--- src/rtl/video_timing_out.sv ---
// Programmable raster timing generator with latency-matched sync/blanking, a per-frame
// colour-bar test pattern and a completed-frame counter, registered onto the VGA pins.
module video_timing_out #(
    parameter int unsigned H_ACTIVE  = 640,
    parameter int unsigned H_FRONT   = 16,
    parameter int unsigned H_SYNC    = 96,
    parameter int unsigned H_BACK    = 48,
    parameter int unsigned V_ACTIVE  = 480,
    parameter int unsigned V_FRONT   = 10,
    parameter int unsigned V_SYNC    = 2,
    parameter int unsigned V_BACK    = 33,
    parameter bit          HSYNC_POL = 1'b0,
    parameter bit          VSYNC_POL = 1'b0,
    parameter int unsigned COLOR_W   = 4,
    parameter int unsigned PIPE_LAT  = 2,
    parameter int unsigned CW        = 10
) (
    input  logic               clk_pix,
    input  logic               resetn,
    input  logic               pattern_en,
    input  logic [COLOR_W-1:0] r,
    input  logic [COLOR_W-1:0] g,
    input  logic [COLOR_W-1:0] b,
    output logic [CW-1:0]      x,
    output logic [CW-1:0]      y,
    output logic               frame_start,
    output logic               line_start,
    output logic [15:0]        frame_count,
    output logic [COLOR_W-1:0] vga_r,
    output logic [COLOR_W-1:0] vga_g,
    output logic [COLOR_W-1:0] vga_b,
    output logic               vga_hsync,
    output logic               vga_vsync
);

    localparam int unsigned H_TOTAL  = H_ACTIVE + H_FRONT + H_SYNC + H_BACK;
    localparam int unsigned V_TOTAL  = V_ACTIVE + V_FRONT + V_SYNC + V_BACK;
    localparam int unsigned HS_START = H_ACTIVE + H_FRONT;
    localparam int unsigned VS_START = V_ACTIVE + V_FRONT;
    localparam int unsigned BAR_W    = H_ACTIVE / 8;

    localparam logic [CW-1:0] X_LAST    = CW'(H_TOTAL - 1);
    localparam logic [CW-1:0] Y_LAST    = CW'(V_TOTAL - 1);
    localparam logic [CW-1:0] X_ACT_END = CW'(H_ACTIVE - 1);
    localparam logic [CW-1:0] Y_ACT_END = CW'(V_ACTIVE - 1);
    localparam logic [CW-1:0] HS_FIRST  = CW'(HS_START);
    localparam logic [CW-1:0] HS_LAST   = CW'(HS_START + H_SYNC - 1);
    localparam logic [CW-1:0] VS_FIRST  = CW'(VS_START);
    localparam logic [CW-1:0] VS_LAST   = CW'(VS_START + V_SYNC - 1);
    localparam logic [CW-1:0] BAR_LAST  = CW'(BAR_W - 1);

    if (H_ACTIVE % 8 != 0 || H_ACTIVE < 8) begin : g_chk_hact
        $error("H_ACTIVE must be a nonzero multiple of 8");
    end
    if (PIPE_LAT > 15) begin : g_chk_lat
        $error("PIPE_LAT must be in 0..15");
    end
    if ((64'd1 << CW) < 64'(H_TOTAL) || (64'd1 << CW) < 64'(V_TOTAL)) begin : g_chk_cw
        $error("CW too small for H_TOTAL/V_TOTAL");
    end

    typedef struct packed {
        logic       hsync;
        logic       vsync;
        logic       active;
        logic       mode;
        logic [2:0] idx;
    } tap_t;

    localparam tap_t TAP_RST = '{hsync: ~HSYNC_POL, vsync: ~VSYNC_POL,
                                 active: 1'b0, mode: 1'b0, idx: 3'd0};

    logic [CW-1:0] x_q, x_d, y_q, y_d;
    logic [CW-1:0] bar_pix_q, bar_pix_d;
    logic [2:0]    bar_idx_q, bar_idx_d;
    logic          pattern_q;
    logic          seen_frame_q;
    logic [15:0]   frame_cnt_q;
    tap_t          tap_raw, tap_out;
    logic [COLOR_W-1:0] col_r, col_g, col_b;

    always_comb begin
        x_d = x_q + CW'(1);
        y_d = y_q;
        if (x_q == X_LAST) begin
            x_d = '0;
            y_d = (y_q == Y_LAST) ? '0 : y_q + CW'(1);
        end
    end

    // Bar counter tracks x so the index is available without a divider.
    always_comb begin
        bar_pix_d = bar_pix_q + CW'(1);
        bar_idx_d = bar_idx_q;
        if (x_d == '0) begin
            bar_pix_d = '0;
            bar_idx_d = 3'd0;
        end else if (bar_pix_q == BAR_LAST) begin
            bar_pix_d = '0;
            bar_idx_d = bar_idx_q + 3'd1;
        end
    end

    always_ff @(posedge clk_pix or negedge resetn) begin
        if (!resetn) begin
            x_q          <= '0;
            y_q          <= '0;
            bar_pix_q    <= '0;
            bar_idx_q    <= 3'd0;
            pattern_q    <= 1'b0;
            seen_frame_q <= 1'b0;
            frame_cnt_q  <= 16'd0;
        end else begin
            x_q       <= x_d;
            y_q       <= y_d;
            bar_pix_q <= bar_pix_d;
            bar_idx_q <= bar_idx_d;
            if (frame_start) begin
                pattern_q    <= pattern_en;
                seen_frame_q <= 1'b1;
                if (seen_frame_q) frame_cnt_q <= frame_cnt_q + 16'd1;
            end
        end
    end

    assign x           = x_q;
    assign y           = y_q;
    assign frame_start = (x_q == '0) && (y_q == '0);
    assign line_start  = (x_q == '0) && (y_q <= Y_ACT_END);
    assign frame_count = frame_cnt_q;

    // Pixel (0,0) uses the value being latched this clock so the mode flips on a frame edge.
    always_comb begin
        tap_raw        = TAP_RST;
        tap_raw.active = (x_q <= X_ACT_END) && (y_q <= Y_ACT_END);
        tap_raw.hsync  = (x_q >= HS_FIRST && x_q <= HS_LAST) ? HSYNC_POL : ~HSYNC_POL;
        tap_raw.vsync  = (y_q >= VS_FIRST && y_q <= VS_LAST) ? VSYNC_POL : ~VSYNC_POL;
        tap_raw.mode   = frame_start ? pattern_en : pattern_q;
        tap_raw.idx    = bar_idx_q;
    end

    if (PIPE_LAT == 0) begin : g_no_dly
        assign tap_out = tap_raw;
    end else begin : g_dly
        tap_t dly_q [PIPE_LAT];

        always_ff @(posedge clk_pix or negedge resetn) begin
            if (!resetn) begin
                for (int i = 0; i < int'(PIPE_LAT); i++) dly_q[i] <= TAP_RST;
            end else begin
                dly_q[0] <= tap_raw;
                for (int i = 1; i < int'(PIPE_LAT); i++) dly_q[i] <= dly_q[i-1];
            end
        end

        assign tap_out = dly_q[PIPE_LAT-1];
    end

    always_comb begin
        col_r = '0;
        col_g = '0;
        col_b = '0;
        if (tap_out.active) begin
            if (tap_out.mode) begin
                col_r = {COLOR_W{tap_out.idx[2]}};
                col_g = {COLOR_W{tap_out.idx[1]}};
                col_b = {COLOR_W{tap_out.idx[0]}};
            end else begin
                col_r = r;
                col_g = g;
                col_b = b;
            end
        end
    end

    always_ff @(posedge clk_pix or negedge resetn) begin
        if (!resetn) begin
            vga_r     <= '0;
            vga_g     <= '0;
            vga_b     <= '0;
            vga_hsync <= ~HSYNC_POL;
            vga_vsync <= ~VSYNC_POL;
        end else begin
            vga_r     <= col_r;
            vga_g     <= col_g;
            vga_b     <= col_b;
            vga_hsync <= tap_out.hsync;
            vga_vsync <= tap_out.vsync;
        end
    end

endmodule
--- config.mk ---
export PLATFORM = sky130hd
export DESIGN_NAME = video_timing_out
export DESIGN_NICKNAME = d
export VERILOG_FILES = /design/src/rtl/video_timing_out.sv
export SDC_FILE = /design/constraint.sdc
export NUM_CORES = 1
export LEC_CHECK = 0
export CAP_MARGIN = 20
export CORE_MARGIN = 4
export CORE_UTILIZATION = 54
export CTS_BUF_LIST = sky130_fd_sc_hd__clkbuf_8
export DETAILED_ROUTE_END_ITERATION = 6
export PLACE_DENSITY = 0.8
export SYNTH_ARGS = -nofsm -noshare
export SYNTH_HDL_FRONTEND = slang
export SYNTH_SLANG_ARGS = --single-unit
--- constraint.sdc ---
create_clock -name clk_pix -period 3.4 [get_ports clk_pix]
set_input_delay 0.68 -clock clk_pix [delete_from_list [all_inputs] [get_ports clk_pix]]
set_output_delay 0.68 -clock clk_pix [all_outputs]
set_load 0.01 [all_outputs]
Fig. 1: run 1, PDN straps and rails
Scale bar: 20 um. Pins as bars on the die edge. Tap cells in grey.
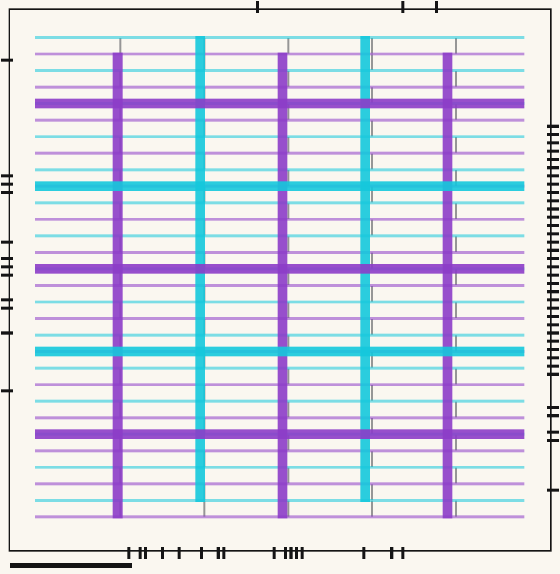
net	colour
VSS	purple
VDD	cyan
met1 rails	30
met5 straps	5
rows	29

Fig. 2: run 1, wires at chosen ports, followed through buffers
Scale bar: 20 um.
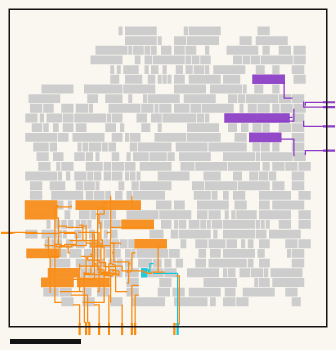
port	colour	direction	edge	end cells	buffers	wire
vga_r	purple	output	right	4	4	58.0 um
frame_start	cyan	output	bottom	1	1	27.6 um
y	orange	output	9 bottom, 1 left	10	10	557 um
number of ports placed on the die boundary: 67
I/O Buffers: 66

Fig. 3: run 1, placement view
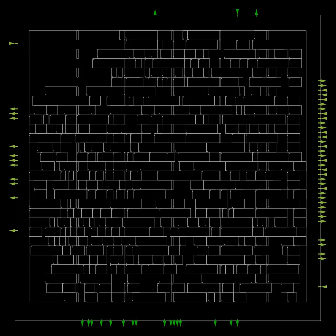
Non-Filler Instances: 470
tap cell instance count: 77
number of placement rows: 29
count of fill cells added during filler insertion: 437
flop count: 78

Fig. 4: run 1, sequential cells grouped by signal name
Scale bar: 20 um. Other sequential cells in the stronger grey, the rest of the logic in the fainter grey.
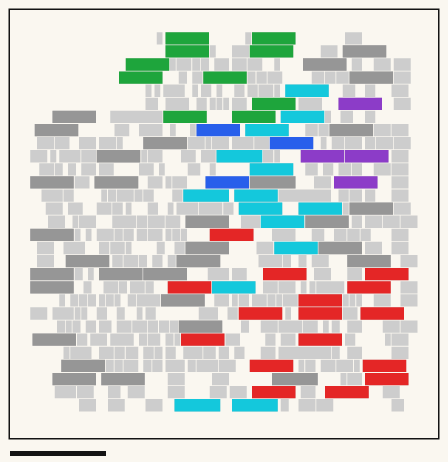
signal	colour	sequential cells
bar_pix_q	green	10
bar_idx_q	blue	3
frame_count	red	16
g_dly.dly_q	cyan	14
vga_r	purple	4
not coloured	31
Finished Core Util: 0.707
Flop+latch power: 0.000939 W
total area of sequential cells: 1960 um^2

==> flow_summary_export.csv, run 1 <==
group,metric,value,unit
run_status,outcome,"complete, no violations",
worst_setup_path,startpoint,"x[5]",
logic_synthesis,largest_area_cell,"sky130_fd_sc_hd__dfrtp_1",
power_and_ir_drop,fin_total_pwr,0.00183,W
worst_setup_path,rr_endpoint,"frame_count[15]",
logic_synthesis,synth.lib_cells_used.distinct,47,
logic_synthesis,postSynthCellCount,322,
logic_synthesis,post-synth-top-area-fraction,0.511,
sta,fin_setup_tns,0,ns
placed_design,postPlaceCellArea,4240,um^2
worst_setup_path,cpPeakStageDelay,0.59,ns
global_route,grt.overflow.total,0,
routing,vias,2567,
layout,finalNetCount,412,
worst_setup_path,end_kind,"output pin",
sta,maxSlewHeadroom,0.377,
power_and_ir_drop,combPwrFrac,0.033,
layout,n_antenna_cell,0,
sta,layout_worst_path_cycle_share,0.924,
routing,detail_route.drc_violations,0,
sta,tightest_slew,0.934,ns
logic_synthesis,yosys-top-cells-count,"sky130_fd_sc_hd__dfrtp_1 (72), sky130_fd_sc_hd__nor2_1 (26), sky130_fd_sc_hd__nand2_1 (22)",
clock_network,postCtsSetupRepairBufs,0,
clock_network,cts-root-buf,"sky130_fd_sc_hd__clkbuf_8",
layout,synthToLayoutAreaGrowth,27.2,%
worst_hold_path,type_of_the_tightest_min_delay_check,"reg2reg",
logic_synthesis,synth_chip_area,3530,um^2
sta,setup_viol,0,
routing,met1_length,3210,um
power_and_ir_drop,leakage,2.02,nW
layout,fin_area,4490,um^2
worst_setup_path,cp_class,"reg2out",
routing,drtIter0Drc,149,
logic_synthesis,post_synth_xor_area_fraction,0.0844,
placed_design,post-place-ws,0.406,ns
logic_synthesis,syn_area,3530,um^2
clock_network,cts_hold_buf,0,
floorplan,die_area,7890,um^2
worst_setup_path,timing.critical_path.mode_cell,"sky130_fd_sc_hd__nor3_1",
power_and_ir_drop,p_int,0.00146,W
power_and_ir_drop,power.share.clock,0.454,
global_route,pin_count_of_the_biggest_net_entering_global_routing,79,
routing,vias_per_cell,5.46,
clock_network,cts_tree,"yes",
worst_setup_path,rr_worst_depth,7,
routing,dr_wl_met3,498,um
sta,grt_setup_unrepaired,"no",
[run 1: cell type report]
| class | instances | area (um^2) |
|---|---|---|
| clock buffers | 9 | 124 |
| clock inverters | 7 | 121 |
| multi-input cells | 221 | 1470 |
| repair buffers | 68 | 676 |
| flip-flops and latches | 78 | 1960 |
| fillers | 437 | 1860 |
| well taps | 77 | 96.3 |
| inverters | 10 | 37.5 |
[run 1: how the worst min path moves through the flow]
stage                                end  slack [ns]  cells past startpoint
final                     g_dly.dly_q[1]        0.35                      0
after global routing           vga_hsync        0.36                      0
after CTS                 g_dly.dly_q[1]        0.36                      0
after detailed placement  g_dly.dly_q[1]        0.34                      0
after global placement    g_dly.dly_q[0]        0.33                      0
after floorplan           g_dly.dly_q[0]        0.33                      0
==> run 1 -> run 2 <==
CAP_MARGIN = 10   (was 20)
Fig. 5: run 2, PDN straps and rails
Scale bar: 20 um. Pins as bars on the die edge. Tap cells in grey.
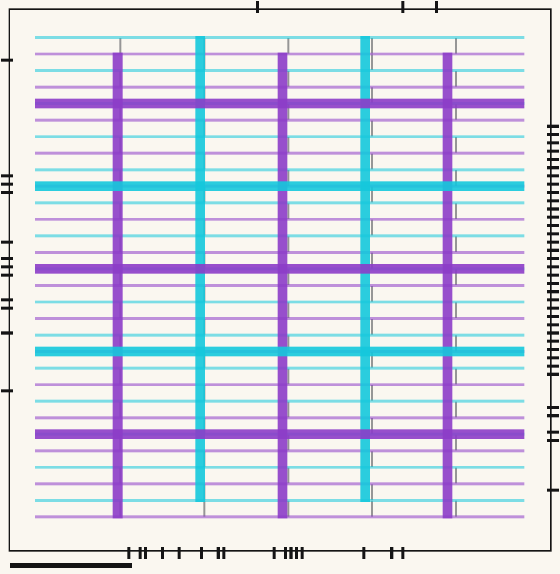
net	colour
VSS	purple
VDD	cyan
met1 rails	30
met4 straps	5
vertical die dimension: 88.8 um
VDD IR max: 289 uV
die outline width: 88.8 um
CORE AREA: 6350 um^2

==> flow_summary_export.csv, run 2 <==
group,metric,value,unit
run_status,outcome,"complete, no violations",
logic_synthesis,syn_area,3530,um^2
worst_setup_path,rr_endpoint,"frame_count[15]",
layout,n_antenna_cell,0,
routing,vias_per_cell,5.46,
layout,seqCellArea,1960,um^2
placed_design,post-place-ws,0.406,ns
logic_synthesis,synth.lib_cells_used.distinct,47,
floorplan,rows,29,
layout,final.signal_buffer_count,68,
sta,setup_viol,0,
routing,vias,2567,
layout,stdcell_count,470,
global_route,pin_count_of_the_biggest_net_entering_global_routing,79,
sta,fin_setup_tns,0,ns
layout,synthToLayoutAreaGrowth,27.2,%
placed_design,postPlaceCellArea,4240,um^2
layout,comb-cell-share,0.328,
routing,detail_route.drc_violations,0,
worst_hold_path,timing.hold.worst_endpoint,"g_dly.dly_q[1]",
logic_synthesis,synth_chip_area,3530,um^2
layout,finished_core_util,0.707,
routing,met1_length,3210,um
worst_hold_path,type_of_the_tightest_min_delay_check,"reg2reg",
layout,count_of_fill_cells_added_during_filler_insertion,437,
Fig. 6: run 2, sequential cells grouped by signal name
Scale bar: 20 um. Other sequential cells in the stronger grey, the rest of the logic in the fainter grey.
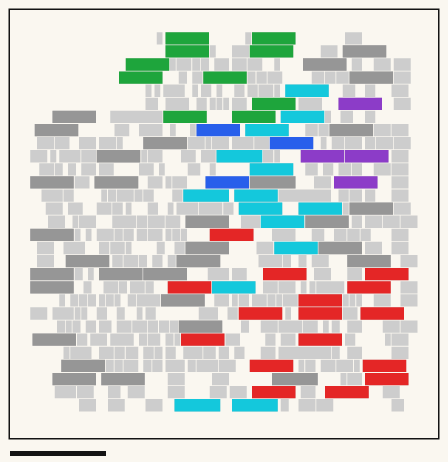
signal	colour	sequential cells
frame_count	red	16
g_dly.dly_q	cyan	14
bar_pix_q	green	10
bar_idx_q	blue	3
vga_r	purple	4
not coloured	31
sequential share of cell area: 0.437

## run 2: how the worst max path moves through the flow
stage	startpoint	end	cells past startpoint
after floorplan	y[0]	frame_start	5
after global placement	y[0]	frame_start	6
after detailed placement	y[0]	frame_start	6
after CTS	y[0]	frame_start	6
after global routing	x[5]	line_start	4
final	x[5]	line_start	4
## run 2: logic make-up after synthesis
| family | count (synthesis) | synth area share |
|---|---|---|
| buffers and inverters | 23 | 0.0273 |
| and+or+nand+nor | 137 | 0.220 |
| muxes | 3 | 0.00922 |
| AOI/OAI and AO/OA | 38 | 0.0723 |
| xor gates and xnor gates | 34 | 0.0844 |
| DFF | 78 | 0.555 |
| adders and majority gates | 9 | 0.0319 |
==> run 2 -> run 3 <==
CTS_CLUSTER_DIAMETER = 100   (was not set)
SLEW_MARGIN = 20   (was not set)
Fig. 7: run 3, sequential cells grouped by signal name
Scale bar: 20 um. Other sequential cells in the stronger grey, the rest of the logic in the fainter grey.
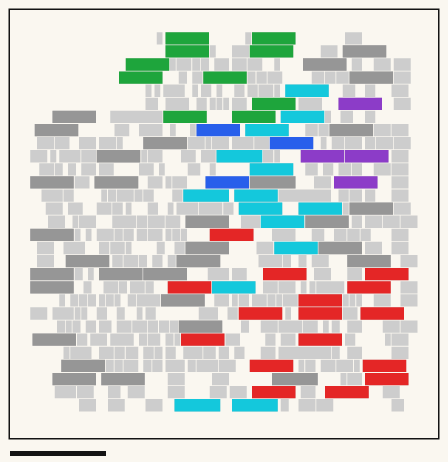
signal	colour	sequential cells
bar_idx_q	blue	3
frame_count	red	16
bar_pix_q	green	10
g_dly.dly_q	cyan	14
vga_r	purple	4
not coloured	31

==> flow_summary_export.csv, run 3 <==
group,metric,value,unit
run_status,outcome,"complete, no violations",
floorplan,die.size.x,88.8,um
worst_setup_path,startpoint,"x[5]",
layout,count_of_fill_cells_added_during_filler_insertion,437,
worst_setup_path,endpoint_of_the_most_critical_setup_path,"line_start",
logic_synthesis,syn_area,3530,um^2
routing,vias,2567,
worst_setup_path,start_kind,"register",
placed_design,post-place-ws,0.406,ns
worst_hold_path,timing.hold.worst_endpoint,"g_dly.dly_q[1]",
power_and_ir_drop,ir_worst_vdd,289,uV
floorplan,coreArea,6350,um^2
layout,finished_core_util,0.707,
floorplan,die_h,88.8,um
layout,synthToLayoutAreaGrowth,27.2,%
layout,stdcell_count,470,
floorplan,rows,29,
sta,fin_setup_tns,0,ns
layout,seqCellArea,1960,um^2
worst_hold_path,type_of_the_tightest_min_delay_check,"reg2reg",
global_route,pin_count_of_the_biggest_net_entering_global_routing,79,
placed_design,postPlaceCellArea,4240,um^2
layout,seqAreaFraction,0.437,
layout,n_antenna_cell,0,
routing,vias_per_cell,5.46,
layout,comb-cell-share,0.328,
layout,final.signal_buffer_count,68,
Fig. 8: run 3, wires at chosen ports, followed through buffers
Scale bar: 20 um.
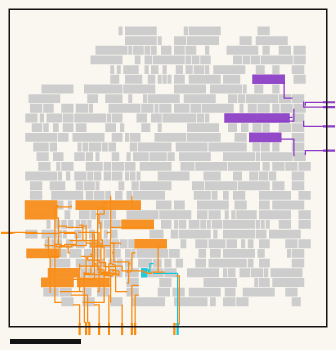

==> run 3: cell counts after synthesis <==
No cell type changed its count.
==> run 3: repair_timing <==
action	4_1_cts	5_1_grt
hold buffers	0	0
endpoints found under the setup margin	0	1
gates resized	0	1
==> run 3: logic make-up after synthesis <==
family,synth area share
compound gates,0.0723
buf+inv,0.0273
fa+ha+maj,0.0319
xor+xnor,0.0844
simple gates,0.220
mux,0.00922
flops,0.555
==> run 3: per-layer routing <==
metal	GRT usage	part of all wire	vias to the layer above
li1	-	-	1250
met1	0.272	0.47	1235
met2	0.276	0.45	73
met3	0.0559	0.072	9
met4	0.0646	0.014	0
met5	0	0	-
Power is estimated from default activity; no workload was simulated.
